`config.mk`:
```
export PLATFORM = sky130hd
export DESIGN_NAME = game_step_timer
export DESIGN_NICKNAME = d
export VERILOG_FILES = /design/src/rtl/game_timing_pkg.sv /design/src/rtl/slow_edge_sync.sv /design/src/rtl/game_step_timer.sv
export SDC_FILE = /design/constraint.sdc
export NUM_CORES = 1
export LEC_CHECK = 0
export CORE_MARGIN = 2
export CORE_UTILIZATION = 45
export CTS_BUF_LIST = sky130_fd_sc_hd__clkbuf_8
export DETAILED_ROUTE_END_ITERATION = 10
export HOLD_SLACK_MARGIN = 0.02
export PLACE_DENSITY = 0.78
export SLEW_MARGIN = 5
export SYNTH_ARGS = -nofsm -noshare
export SYNTH_HDL_FRONTEND = slang
export SYNTH_HIERARCHICAL = 1
export SYNTH_SLANG_ARGS = --single-unit
export TNS_END_PERCENT = 10
```
`constraint.sdc`:
```
create_clock -name clk -period 2.6 [get_ports clk]
set_input_delay 0.52 -clock clk [delete_from_list [all_inputs] [get_ports clk]]
set_output_delay 0.52 -clock clk [all_outputs]
set_load 0.02 [all_outputs]
```
`src/rtl/game_timing_pkg.sv`:
```
// Shared state encoding, level constants and step-rate defaults for the game step timer.
package game_timing_pkg;

    typedef enum logic [1:0] {
        IDLE   = 2'd0,
        RUN    = 2'd1,
        PAUSED = 2'd2,
        DONE   = 2'd3
    } state_t;

    localparam logic LEVEL_NORMAL = 1'b0;
    localparam logic LEVEL_HARD   = 1'b1;

    localparam int DEFAULT_STEPS_NORMAL = 10;
    localparam int DEFAULT_STEPS_HARD   = 20;

endpackage

```
`src/rtl/slow_edge_sync.sv`:
```
// Brings the slow game-speed square wave into the clk domain and emits a
// registered one-cycle pulse per rising edge.
module slow_edge_sync (
    input  logic clk,
    input  logic reset,
    input  logic async_in,
    output logic rise
);

    logic sync1;
    logic sync2;
    logic prev;

    always_ff @(posedge clk) begin
        if (reset) begin
            sync1 <= 1'b0;
            sync2 <= 1'b0;
            prev  <= 1'b0;
            rise  <= 1'b0;
        end else begin
            sync1 <= async_in;
            sync2 <= sync1;
            prev  <= sync2;
            rise  <= sync2 & ~prev;
        end
    end

endmodule

```
`src/rtl/game_step_timer.sv`:
```
// Game step strobe and round countdown driven by the slow clk10 wave.
// Optional bonus-seconds input is enabled by defining GAME_STEP_BONUS_EN.
module game_step_timer
    import game_timing_pkg::*;
#(
    parameter int GAME_SECONDS = 60,
    parameter int STEPS_NORMAL = DEFAULT_STEPS_NORMAL,
    parameter int STEPS_HARD   = DEFAULT_STEPS_HARD,
    parameter int TIME_W       = 8
`ifdef GAME_STEP_BONUS_EN
    ,
    parameter int BONUS_SECONDS = 5
`endif
) (
    input  logic              clk,
    input  logic              reset,
    input  logic              clk10,
    input  logic              game_level,
    input  logic              start,
    input  logic              pause,
`ifdef GAME_STEP_BONUS_EN
    input  logic              bonus,
`endif
    output logic              step,
    output logic [TIME_W-1:0] time_left,
    output logic              running,
    output logic              timeout,
    output logic [1:0]        state
);

    localparam int unsigned TIME_MAX = (32'd1 << TIME_W) - 32'd1;

    state_t      cur_state;
    logic [4:0]  step_count;
    logic        edge_rise;
    logic        emit;
    logic [5:0]  threshold;
    logic [5:0]  count_next;
    logic        second_done;
    logic        timeout_hit;
    logic [TIME_W-1:0] time_next;
    int unsigned time_calc;

    slow_edge_sync u_sync (
        .clk      (clk),
        .reset    (reset),
        .async_in (clk10),
        .rise     (edge_rise)
    );

    assign state = cur_state;

    // Pause wins over a coincident edge; edges outside RUN are simply dropped.
    always_comb begin
        emit        = (cur_state == RUN) && edge_rise && !pause;
        threshold   = (game_level == LEVEL_HARD) ? 6'(STEPS_HARD) : 6'(STEPS_NORMAL);
        count_next  = {1'b0, step_count} + 6'd1;
        second_done = emit && (count_next >= threshold);
        time_calc   = {{(32-TIME_W){1'b0}}, time_left};
        if (second_done && time_calc != 0) begin
            time_calc = time_calc - 32'd1;
        end
`ifdef GAME_STEP_BONUS_EN
        if (bonus && (cur_state == RUN || cur_state == PAUSED)) begin
            time_calc = time_calc + 32'(BONUS_SECONDS);
            if (time_calc > TIME_MAX) begin
                time_calc = TIME_MAX;
            end
        end
`endif
        time_next   = time_calc[TIME_W-1:0];
        timeout_hit = second_done && (time_next == '0);
    end

    always_ff @(posedge clk) begin
        if (reset) begin
            cur_state  <= IDLE;
            step       <= 1'b0;
            timeout    <= 1'b0;
            running    <= 1'b0;
            time_left  <= '0;
            step_count <= '0;
        end else begin
            step    <= emit;
            timeout <= 1'b0;
            case (cur_state)
                IDLE, DONE: begin
                    if (start) begin
                        cur_state  <= RUN;
                        running    <= 1'b1;
                        time_left  <= TIME_W'(GAME_SECONDS);
                        step_count <= '0;
                    end
                end
                RUN: begin
                    time_left <= time_next;
                    if (pause) begin
                        cur_state <= PAUSED;
                        running   <= 1'b0;
                    end else if (timeout_hit) begin
                        cur_state <= DONE;
                        running   <= 1'b0;
                        timeout   <= 1'b1;
                    end else if (emit) begin
                        step_count <= second_done ? 5'd0 : count_next[4:0];
                    end
                end
                PAUSED: begin
                    time_left <= time_next;
                    if (!pause) begin
                        cur_state <= RUN;
                        running   <= 1'b1;
                    end
                end
                default: begin
                    cur_state <= IDLE;
                    running   <= 1'b0;
                end
            endcase
        end
    end

endmodule
```
==> results.txt <==
Reports from this run.

- The highest clock rate reads 0.366 GHz.
- Sequential cells were found to cover 31.1% of the synthesized design area.
- The switching part of the total is 37.6%.
- The combinational gate area reads 1080 µm².
- The total setup violations reported at the end of the flow reads 5.
- In the post-route analysis, the smallest setup slack over all paths is -0.132 ns.
- The post-synth count of flops with an enable pin is 0.
- The dominant kind of combinational cell reads simple AND/OR/NAND/NOR gates.
- The most numerous logic cell after layout is buf_4.
- The total internal power reads 0.656 mW.
- The share of total power dissipated in the clock network is 19.9%.
- The routed length on met3 reads 189 µm.
- The clock network contribution to total cell area is 2.02%.
- The number of different library cells in the post-synthesis netlist is 51.
- The post-cts repair resize count is 25.
- The total area of sequential cells is 449 µm².
- The data arrival time of the critical path is 2.92 ns.
- The run finished, with violations left.
- Per the OpenROAD floorplan log, the area of the core is 3030 µm².
- The checks that failed: setup timing.
- The cell sequence reported for the critical path is ha_4 > nand3_4 > xnor2_4 > ha_4 > nand3_4 > o22ai_4 > o21ai_4 > o21a_1 > or3_4 > a221oi_4 > mux2i_1.
- Signal nets in the final route climb as high as met4.
- The count of port buffers added during placement reads 18.
- The transition time recorded at the tightest slew-check pin is 0.455 ns.
- Leaving out the clock tree, the finished layout contains a buffer count of 43.
- The worst path required time is 2.79 ns.
- The largest net degree at the start of global routing reads 19.
- Counting tap cells, the placed design contains a total of 245 instances.
- In the hold timing report, the worst path depth is 1.
-- flip-flops by register name (all words and copies together) (netlist names) --
name / flops
step: 1
u_sync/sync1: 1
u_sync/sync2: 1
step_count: 5
u_sync/prev: 1
timeout: 1
time_left: 8
u_sync/rise: 1
running: 1
state: 2
-- synth_stat cells, types with 3 or more instances --
| cell type | n |
|---|---|
| mux2i_1 | 3 |
| o21a_1 | 4 |
| a21o_1 | 3 |
| nor2b_1 | 5 |
| dfxtp_1 | 22 |
| a21oi_1 | 10 |
| xnor2_1 | 3 |
| o21ai_0 | 5 |
| nor3_1 | 5 |
| nor2_1 | 17 |
| inv_1 | 12 |
| ha_1 | 9 |
| clkbuf_1 | 4 |
| nor4_1 | 4 |
| a211oi_1 | 3 |
| nand2_1 | 13 |
| nand3_1 | 6 |
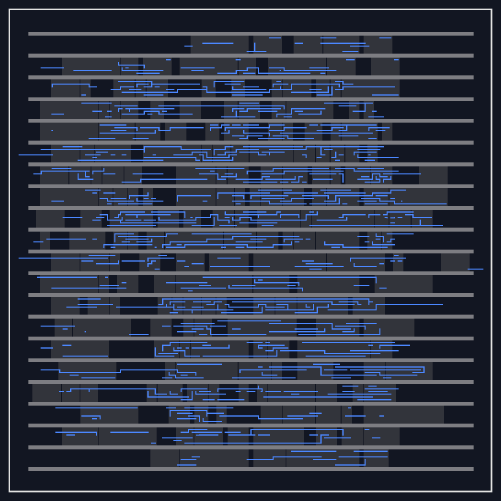
(signal wires on met1)
Drawn at 8 px/µm. Supply wires on this layer in gray. Cells faint in the background.
main direction: horizontal
longest straight run: 25.8 µm
share of all routed wire: 45%
wire length on this layer: 1750 µm
total wirelength of the detailed-routed design: 3900 µm
met1 capacity usage during global routing: 29.5%

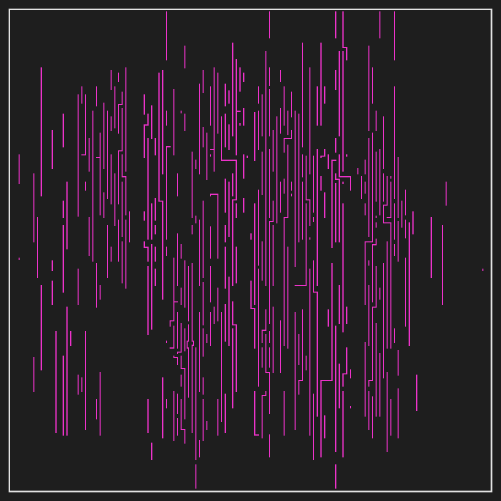
(signal wires on met2)
Drawn at 8 px/µm.
wire length on this layer: 1920 µm
nets with wire on the layer: 198
share of all routed wire: 49%
main direction: vertical
longest straight run: 29.2 µm
DR vias: 1425
met2 track demand over resource in global routing: 40.2%

Power figures rest on the tool's default switching activity, not on a simulated workload.
